Fig. 1: met4 routing
The bar under the picture is 20 µm long. Supply wires on this layer in gray. Cells faint in the background.
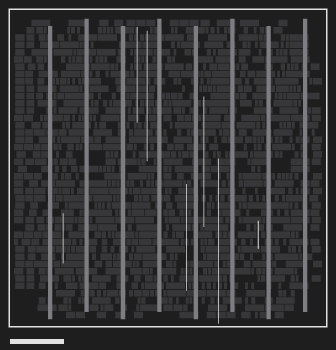
Fig. 2: met2 routing
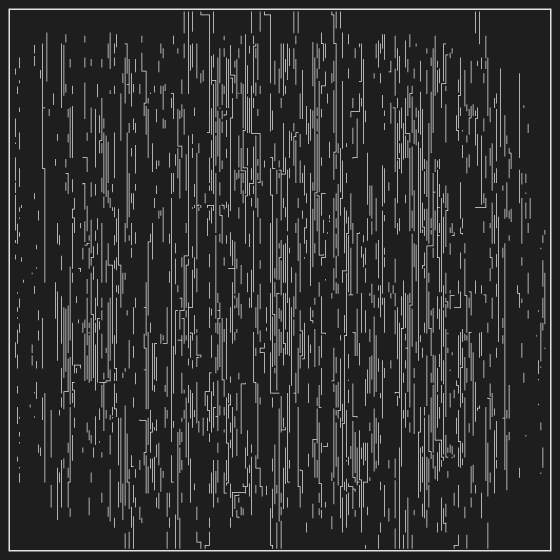
Fig. 3: clock wiring as the flow saved it
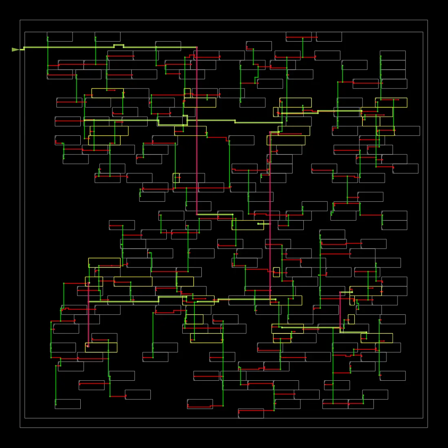
Fig. 4: the metal 1 layer
Supply wires on this layer in gray.
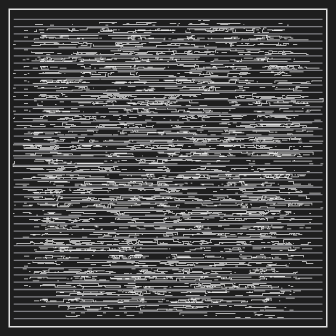
## config.mk

```make
export PLATFORM = sky130hd
export DESIGN_NAME = pipelined_cla_adder
export DESIGN_NICKNAME = d
export VERILOG_FILES = /design/src/rtl/pipelined_cla_adder.sv
export SDC_FILE = /design/constraint.sdc
export NUM_CORES = 1
export LEC_CHECK = 0
export CAP_MARGIN = 20
export CORE_UTILIZATION = 59
export DETAILED_ROUTE_END_ITERATION = 8
export GPL_ROUTABILITY_DRIVEN = 0
export PLACE_DENSITY_LB_ADDON = 0.05
export SKIP_CTS_REPAIR_TIMING = 1
export SLEW_MARGIN = 30
export SYNTH_ARGS = -nofsm -noshare
export SYNTH_HDL_FRONTEND = slang
export SYNTH_SLANG_ARGS = --single-unit
export TNS_END_PERCENT = 10
```

## constraint.sdc

```tcl
create_clock -name clk -period 9.4 [get_ports clk]
set_clock_uncertainty 0.15 [all_clocks]
set_input_delay 1.88 -clock clk [delete_from_list [all_inputs] [get_ports clk]]
set_output_delay 1.88 -clock clk [all_outputs]
set_load 0.01 [all_outputs]
```

## src/rtl/pipelined_cla_adder.sv

```systemverilog
// Skewed pipelined adder/subtractor: each stage resolves one WIDTH/STAGES slice with
// grouped carry-lookahead logic and hands its carry to the next stage's register.
module pipelined_cla_adder #(
    parameter int WIDTH  = 32,
    parameter int STAGES = 4,
    parameter int GROUP  = 4
) (
    input  logic             clk,
    input  logic             rst,
    input  logic [WIDTH-1:0] A,
    input  logic [WIDTH-1:0] B,
    input  logic             cin,
    input  logic             sub,
    input  logic             in_valid,
    output logic             in_ready,
    output logic [WIDTH-1:0] sum,
    output logic             cout,
    output logic             ovf,
    output logic             zero,
    output logic             out_valid,
    input  logic             out_ready
);
    localparam int SW = WIDTH / STAGES;
    localparam int NG = SW / GROUP;
    localparam int L  = STAGES - 1;

    if ((WIDTH % STAGES) != 0 || ((WIDTH / STAGES) % GROUP) != 0) begin : g_param_check
        $error("pipelined_cla_adder: WIDTH must split into STAGES slices of whole GROUPs");
    end

    // Handshake: an operand set transfers on a rising edge where in_valid && in_ready;
    // a result transfers where out_valid && out_ready. The whole pipe moves as one
    // (adv), so a stalled output freezes every stage and blocks new operands.
    logic adv;
    assign adv      = !out_valid || out_ready;
    assign in_ready = adv && !rst;

    // Lookahead inside each GROUP-bit group; group carries ripple across the slice.
    function automatic logic [SW:0] cla_slice(input logic [SW-1:0] a,
                                              input logic [SW-1:0] b,
                                              input logic          ci);
        logic [SW-1:0] p;
        logic [SW-1:0] g;
        logic [SW-1:0] s;
        logic          gc;
        logic          c;
        logic          pp;
        int            base;
        p  = a ^ b;
        g  = a & b;
        s  = '0;
        gc = ci;
        for (int grp = 0; grp < NG; grp++) begin
            base = grp * GROUP;
            c    = 1'b0;
            for (int i = 0; i <= GROUP; i++) begin
                c  = 1'b0;
                pp = 1'b1;
                for (int j = i - 1; j >= 0; j--) begin
                    c  = c | (pp & g[base+j]);
                    pp = pp & p[base+j];
                end
                c = c | (pp & gc);
                if (i < GROUP) s[base+i] = p[base+i] ^ c;
            end
            gc = c;
        end
        return {gc, s};
    endfunction

    for (genvar k = 0; k < STAGES; k++) begin : g_stage
        localparam int IW = WIDTH - k * SW;
        logic [IW-1:0]       a_in;
        logic [IW-1:0]       b_in;
        logic [(k+1)*SW-1:0] s_next;
        logic [(k+1)*SW-1:0] s_q;
        logic                c_in;
        logic                v_in;
        logic                c_q;
        logic                v_q;
        logic [SW:0]         r;

        assign r = cla_slice(a_in[SW-1:0], b_in[SW-1:0], c_in);

        if (k == 0) begin : g_first
            // Subtraction is A + ~B + 1; cin is ignored in that mode.
            assign a_in   = A;
            assign b_in   = sub ? ~B : B;
            assign c_in   = sub | cin;
            assign v_in   = in_valid && in_ready;
            assign s_next = r[SW-1:0];
        end else begin : g_next
            assign a_in   = g_stage[k-1].g_fwd.a_q;
            assign b_in   = g_stage[k-1].g_fwd.b_q;
            assign c_in   = g_stage[k-1].c_q;
            assign v_in   = g_stage[k-1].v_q;
            assign s_next = {r[SW-1:0], g_stage[k-1].s_q};
        end

        always_ff @(posedge clk) begin
            if (rst) begin
                v_q <= 1'b0;
                c_q <= 1'b0;
                s_q <= '0;
            end else if (adv) begin
                v_q <= v_in;
                c_q <= r[SW];
                s_q <= s_next;
            end
        end

        if (k < L) begin : g_fwd
            // Only the operand slices not yet added travel onward.
            logic [IW-SW-1:0] a_q;
            logic [IW-SW-1:0] b_q;
            always_ff @(posedge clk) begin
                if (rst) begin
                    a_q <= '0;
                    b_q <= '0;
                end else if (adv) begin
                    a_q <= a_in[IW-1:SW];
                    b_q <= b_in[IW-1:SW];
                end
            end
        end else begin : g_last
            logic ovf_q;
            logic zero_q;
            always_ff @(posedge clk) begin
                if (rst) begin
                    ovf_q  <= 1'b0;
                    zero_q <= 1'b0;
                end else if (adv) begin
                    ovf_q  <= (a_in[SW-1] == b_in[SW-1]) && (s_next[WIDTH-1] != a_in[SW-1]);
                    zero_q <= (s_next == '0);
                end
            end
        end
    end

    assign sum       = g_stage[L].s_q;
    assign cout      = g_stage[L].c_q;
    assign out_valid = g_stage[L].v_q;
    assign ovf       = g_stage[L].g_last.ovf_q;
    assign zero      = g_stage[L].g_last.zero_q;

endmodule

```

==> results.txt <==
Numbers from the implementation run.

The run finished with clean final reports. For the final routed database, the setup TNS stands at 0 ns. The layout report lists the clock-cell share of area as 0.0653. The fmax is 186 MHz. In this run, the synthesized area fraction spent on xor and xnor cells is recorded as 0.0532.

The time the final worst path needs with I/O delays and setup is 5.37 ns. Looking at area per cell type in the netlist, the leader is dfxtp_1. No sink is reached through more buffers than the 2 on the longest clock path. The fraction of cell area in multi-input combinational cells is reported as 0.405. The capture point of the worst register-to-register path is recorded as zero. The number of top-level pins is 107. In this run the horizontal extent of the chip is 118 µm. After clock tree synthesis, the clock-pin slew on the worst setup and hold paths is 0.06 ns. The vertical die dimension reported for this design is 118 µm.

For reference, the top cells by area after synthesis are dfxtp_1, nand2_1, a21oi_1. The design has 186 sequential cells. The script extracted a net switching power of 421 µW. The number of global-route vias before repair is 5652. Per the synthesis report, the adder-cell share of the synthesized area is 0.0710. The start point of the worst hold path is g_stage[2].v_q. According to the timing report, the data required time at the worst endpoint equals 7.37 ns. The share of synthesized area in the top cell type comes to 0.471.

The largest delay contributor family on the critical path is buffers and inverters. After global routing the overflow that remains totals 0. The met1 layer usage reported by global route is 0.359.

Overall power consumption after layout is estimated at 1.83 mW. The number of signal-net inverters in the final layout is 10. On the final layout, the worst hold slack is 0.298 ns. The level count of the clock H-tree is 4. The number of placed instances, taps included, is 1172. In the final layout, the share of cells above drive strength 1 is 0.0417. After detailed routing, the met3 layer carries 617 µm of wire. When the netlist entered floorplanning its net count stood at 1066. According to the cell report, the number of logic gates is 693. In the log, the iteration count for the first detailed-route pass is 5. The non-clock buffer instance count of the final layout is 111. The routed wirelength on the met1 layer is recorded as 8.34 mm. The clock group share of total power is 0.406. According to the hold report, the worst path is of the flop to flop type. The worst-case register-to-register setup slack is 6.15 ns. Of the total synthesized cell area, the portion taken by AND, OR, NAND and NOR gates is 0.197.

Of all power groups, the one with the highest power is registers. For this run the top cell type by instance count after synthesis was nand2_1. The top cell type in the final layout, fill and taps aside, is nand2_1. Setup repair after global routing left no endpoint under its margin. The non-filler instance count after layout is 1204. Detailed-route iteration 0 reported a violation count of 571. In this run, power in combinational logic comes to 211 µW.

The yosys synthesis chip area is 7900 µm². Switching power as a fraction of the total was reported as 0.230. The layer flagged by global routing as most heavily used is met1. From the final report, the count of setup violators was given as 0. The root buffer selected by CTS is clkbuf_16. TritonCTS created 17 clock buffers. Once layout is done, the placed cells without fillers occupy 9580 µm². The post-synthesis mux area share is 0.00269.

The internal power is 1.41 mW. The first global-routing pass estimated 27.3 mm of wire. Warnings raised by the tools during the run amount to 30. The most common logic cells in the final layout are nand2_1, dfxtp_1, a21oi_1.

The flow reported a cell area power density of 191 nW/µm². The largest net degree at the start of global routing is 121. Listed in order, past its start point the critical path passes buf_6, nor2_1, clkdlybuf4s50_1. The region available for standard cell placement spans 12800 µm².

Per report_power, the Sequential row totals 875 µW. The area of the die is 13900 µm². The number of cells on the worst hold path is listed as 2. The mean post-synth cell area is 8.26 µm². The share of total power dissipated in sequential elements is 0.479. The global-route met2 utilization is 0.351. According to the dpl log, the detail-placed design has an HPWL of 10.5 mm. The depth of the worst register-to-register path is 10. The report lists the number of standard-cell rows as 41.
## Picture notes: Fig. 1
5 nets have wire on it. The layer holds 1.6% of the routed length.
Post-Route WL: 16.4 mm
via count of the routed design: 6411

## Picture notes: Fig. 2
The layer carries 7180 µm of wire. The wires run mostly vertical.

## Picture notes: Fig. 3
Power Clock: 742 µW
Clock Latency Late Sink: 0.42 ns
clock buf count: 25

## Picture notes: Fig. 4
The layer holds 51% of the routed length. The longest straight run is 57.0 µm. The layer carries 8340 µm of wire. 1047 nets have wire on it. The wires run mostly horizontal.

Power is estimated from default activity; no workload was simulated.
